$ cat config.mk
export PLATFORM = sky130hd
export DESIGN_NAME = pipelined_ripple_adder
export DESIGN_NICKNAME = d
export VERILOG_FILES = /design/src/rtl/pipelined_ripple_adder.sv
export SDC_FILE = /design/constraint.sdc
export NUM_CORES = 1
export LEC_CHECK = 0
export CELL_PAD_IN_SITES_DETAIL_PLACEMENT = 1
export CELL_PAD_IN_SITES_GLOBAL_PLACEMENT = 2
export CORE_MARGIN = 2
export CORE_UTILIZATION = 28
export DETAILED_ROUTE_END_ITERATION = 10
export MAX_ROUTING_LAYER = met4
export PLACE_DENSITY = 0.62
export SLEW_MARGIN = 20
export SYNTH_ARGS = -nofsm -noshare
export SYNTH_HDL_FRONTEND = slang
export SYNTH_SLANG_ARGS = --single-unit
$ cat constraint.sdc
create_clock -name clk -period 4.9 [get_ports clk]
set_clock_uncertainty 0.1 [all_clocks]
set_input_delay 0.735 -clock clk [delete_from_list [all_inputs] [get_ports clk]]
set_output_delay 0.735 -clock clk [all_outputs]
set_load 0.02 [all_outputs]
$ cat src/rtl/pipelined_ripple_adder.sv
// pipelined_ripple_adder: WIDTH-bit add/sub as STAGES registered ripple segments.
// Define PIPELINED_RIPPLE_ADDER_OVF_EN to add the registered signed-overflow port.

module full_adder (
  input  logic a,
  input  logic b,
  input  logic ci,
  output logic s,
  output logic co
);
  assign s  = a ^ b ^ ci;
  assign co = (a & b) | (ci & (a ^ b));
endmodule

module pipelined_ripple_adder #(
  parameter int WIDTH  = 32,
  parameter int STAGES = 4
) (
  input  logic             clk,
  input  logic             rst_n,
  input  logic             in_valid,
  output logic             in_ready,
  input  logic [WIDTH-1:0] in1,
  input  logic [WIDTH-1:0] in2,
  input  logic             cin,
  input  logic             sub,
  output logic             out_valid,
  input  logic             out_ready,
  output logic [WIDTH-1:0] sum,
  output logic             cout
`ifdef PIPELINED_RIPPLE_ADDER_OVF_EN
  ,
  output logic             ovf
`endif
);
  localparam int SEG  = WIDTH / STAGES;
  localparam int LAST = STAGES - 1;

  logic [STAGES-1:0] vld;
  logic [STAGES-1:0] go;
  logic [STAGES-1:0] mv;
  logic [STAGES-1:0] ld;
  logic [STAGES-1:0] cy;
  logic [STAGES-1:0] seg_c;
  logic [WIDTH-1:0]  dat [STAGES];
  logic [WIDTH-1:0]  opb [STAGES];
  logic [SEG-1:0]    seg_s [STAGES];
  logic [WIDTH-1:0]  bx;

  assign bx = in2 ^ {WIDTH{sub}};

  // go[k]: stage k is free to take new data this cycle
  always_comb begin
    logic nxt;
    nxt = out_ready;
    go  = '0;
    mv  = '0;
    ld  = '0;
    for (int k = STAGES - 1; k >= 0; k--) begin
      mv[k] = vld[k] && nxt;
      go[k] = !vld[k] || mv[k];
      nxt   = go[k];
    end
    ld[0] = in_valid && rst_n && go[0];
    for (int k = 1; k < STAGES; k++) begin
      ld[k] = mv[k-1];
    end
  end

  for (genvar k = 0; k < STAGES; k++) begin : g_seg
    logic [SEG-1:0] a;
    logic [SEG-1:0] b;
    logic [SEG-1:0] s;
    logic [SEG:0]   c;
    if (k == 0) begin : g_first
      assign a    = in1[SEG-1:0];
      assign b    = bx[SEG-1:0];
      assign c[0] = cin ^ sub;
    end else begin : g_next
      assign a    = dat[k-1][SEG*k +: SEG];
      assign b    = opb[k-1][SEG*k +: SEG];
      assign c[0] = cy[k-1];
    end
    for (genvar i = 0; i < SEG; i++) begin : g_bit
      full_adder u_fa (
        .a  (a[i]),
        .b  (b[i]),
        .ci (c[i]),
        .s  (s[i]),
        .co (c[i+1])
      );
    end
    assign seg_s[k] = s;
    assign seg_c[k] = c[SEG];
  end

`ifdef PIPELINED_RIPPLE_ADDER_OVF_EN
  logic msb_c;
  logic ovf_q;
  assign msb_c = g_seg[LAST].c[SEG-1];
  assign ovf   = ovf_q;
`endif

  // consumed operand-A bits are overwritten in place by sum bits
  always_ff @(posedge clk) begin
    if (!rst_n) begin
      vld <= '0;
      cy  <= '0;
      for (int k = 0; k < STAGES; k++) begin
        dat[k] <= '0;
        opb[k] <= '0;
      end
`ifdef PIPELINED_RIPPLE_ADDER_OVF_EN
      ovf_q <= 1'b0;
`endif
    end else begin
      for (int k = 0; k < STAGES; k++) begin
        if (ld[k]) vld[k] <= 1'b1;
        else if (mv[k]) vld[k] <= 1'b0;
      end
      if (ld[0]) begin
        dat[0]          <= in1;
        dat[0][SEG-1:0] <= seg_s[0];
        opb[0]          <= bx;
        cy[0]           <= seg_c[0];
      end
      for (int k = 1; k < STAGES; k++) begin
        if (ld[k]) begin
          dat[k]               <= dat[k-1];
          dat[k][SEG*k +: SEG] <= seg_s[k];
          opb[k]               <= opb[k-1];
          cy[k]                <= seg_c[k];
        end
      end
`ifdef PIPELINED_RIPPLE_ADDER_OVF_EN
      if (ld[LAST]) ovf_q <= msb_c ^ seg_c[LAST];
`endif
    end
  end

  assign in_ready  = rst_n && go[0];
  assign out_valid = vld[LAST];
  assign sum       = dat[LAST];
  assign cout      = cy[LAST];

endmodule

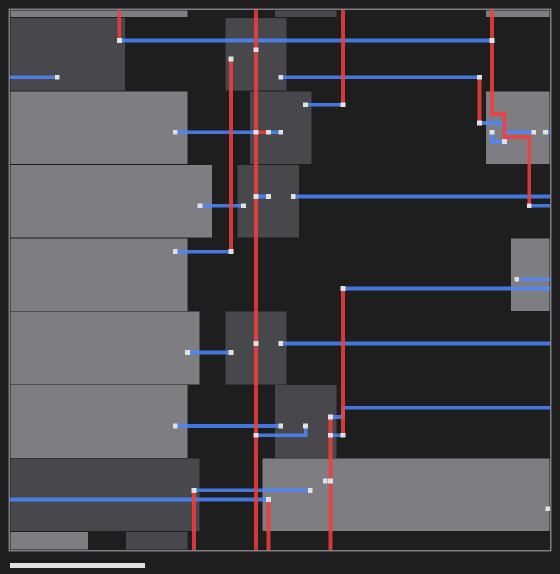
*Close-up of the layout*
The bar under the picture is 5 µm long. Region (119, 119) to (139, 139) µm. Cells in grey, sequential cells in the stronger grey; small squares are vias.
[red] M2
[blue] M1
cells with their middle in the window: 12
sequential cells in the window: 6
most frequent: edfxtp_1 (6), and2_1 (5), bufinv_16 (1)
netlist names of flops here include: `dat` (6)

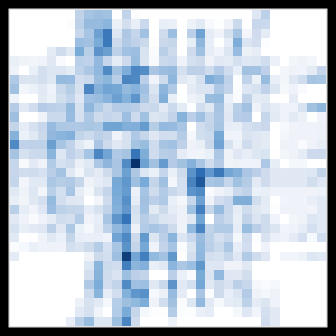
*Routed metal per tile*
34 x 34 tiles, from white (low) to dark blue (high), scaled to the fullest tile. Values are wire area over tile area, all layers added.
densest ninth of the die: centre
fullest tile: 0.38
tiles over half the peak: 6.1%
nearly empty tiles: 22%
mean over tiles: 0.073

==> flow_summary.json <==
{
  "run_status": "completed",
  "cts_tree": "yes",
  "clk_latency_ns": 0.43,
  "final_hold_viol_count": 0,
  "cp_cell_sequence": "clkdlybuf4s50_1 > xnor2_1 > fa_1 > fa_1 > fa_1 > fa_1 > fa_1 > fa_1 > fa_1 > inv_1 > fa_1 > and3_1",
  "comb_area_share": 0.220,
  "worstSetupPathType": "input pin to flip-flop",
  "min_to": "cy[3]",
  "hpwl_mm": 10.7,
  "r2r_start": "dat[1][16]",
  "dp_slack_ns": -0.249,
  "top_cell": "edfxtp_1",
  "cts.repair.resized": 0,
  "register_area_um2": 5450,
  "setup_viol": 0,
  "ys_area_um2": 7850,
  "vias": 3917,
  "seq_share": 0.550,
  "period_minus_slack_ns": 4.69,
  "startpoint": "in2[0]",
  "ant_nets": 0,
  "path_depth": 12,
  "ys_cells": 516,
  "fp_nets": 618,
  "area_dominant_class": "flip-flops and latches",
  "fin_cells": 1013,
  "finalWirelength_mm": 14.0,
  "synth-edff-count": 176,
  "dieArea_um2": 29400,
  "fp_util": 0.283,
  "utilization": 0.358,
  "htree_levels": 4,
  "flops": 184,
  "dp_cells": 982,
  "slowest_stage": "clkdlybuf4s50_1",
  "power_density_nw_per_um2": 351,
  "wl_per_cell_um": 13.8,
  "buffers": 112,
  "die_h_um": 171,
  "die_w_um": 171,
  "cts_setup_buffers": 0,
  "async_flop_share": 0,
  "grt_first_pass_wirelength_mm": 22.6,
  "antenna_found_initial": 0,
  "cts_buffers": 17,
  "grt_pass1_vias": 4271,
  "path_buffers": 2,
  "ir_drop_v": 0.000177,
  "track_usage": 0.104,
  "cp_common_cell": "fa_1",
  "ys_seq_elements": 184,
  "rows": 61,
  "postCtsHoldBufs": 0,
  "num-multi-input-gates": 274,
  "arrival_ns": 4.78,
  "clock_sinks": 184,
  "warnings": 27,
  "holdPathStages": 1,
  "bufAreaShareNonClock": 0.113,
  "area_delta_synth_final_pct": 26.3,
  "clk_pin_slew_ns": 0.07,
  "clkbuf_count": 17,
  "syn_area_per_cell_um2": 15.2,
  "ff_type": "edfxtp_1",
  "endpoint_kind": "flip-flop",
  "max_stage_delay_ns": 0.43,
  "rsz0062_at_grt": "no",
  "top_cells_by_count": "edfxtp_1 (176), and2_1 (114), nor2_1 (38)",
  "taps": 378,
  "inverters": 34,
  "viasPerCell": 3.87,
  "yosysUniqueCellTypes": 30,
  "ys_seq_frac": 0.694
}
[where the power goes]
part           internal, mW  switching [mW]  total, mW  leakage, nW
Combinational         0.150           0.160      0.310         1.52
Sequential             1.83          0.0314       1.86         1.94
Clock                 0.712           0.599       1.31        0.277
[kinds of logic (layout without fill, tap and decap cells)]
kind of cell    count (synthesis)  after routing  synth area share
flops                         184            184             0.694
fa+ha+maj                      32             32            0.0817
mux                             1              1           0.00144
compound gates                 15             15            0.0129
simple gates                  193            193             0.143
xor+xnor                       33             33            0.0368
buf+inv                        58            177            0.0298
[cell usage in the layout (no fill, tap or decap), drive strengths merged]
cell             n
inv             41
o311ai           1
buf              9
a21oi            8
nor2            38
fa              32
nand2            3
o21ai            2
nand3b           1
o2bb2ai          1
and2           114
o211ai           1
clkdlybuf4s50  103
mux2             1
dfxtp            8
and3            27
a311oi           2
nand4b           1
clkbuf          17
and4b            1
nand4            1
xnor2           32
nand3            5
edfxtp         176
clkinvlp         1
nor3             1
clkinv           5
xor2             1
bufinv           1
nand2b           1
[per-stage QoR]
stage	cell area, µm²	TNS [ns]	hold WS, ns
3_5_place_dp	9340	-0.463	0.368
3_3_place_gp	9330	-0.257	0.355
6_report	9910	0	0.377
2_1_floorplan	7850	-0.0343	0.392
5_1_grt	9910	0	0.399
4_1_cts	9910	0	0.382
[sequential cells by signal (all words and copies together), names as in the netlist]
name,count
cy,4
dat,128
opb,48
vld,4
[metal layers]
metal  GRT usage  vias up  wire (µm)
met5           -        -          0
met4      0.0387        0        224
met3      0.0239       14        412
met2       0.158       76       6440
met1       0.136     1857       6890
li1            -     1970          -
No activity file was given, so power comes from the tool's default toggle rates.
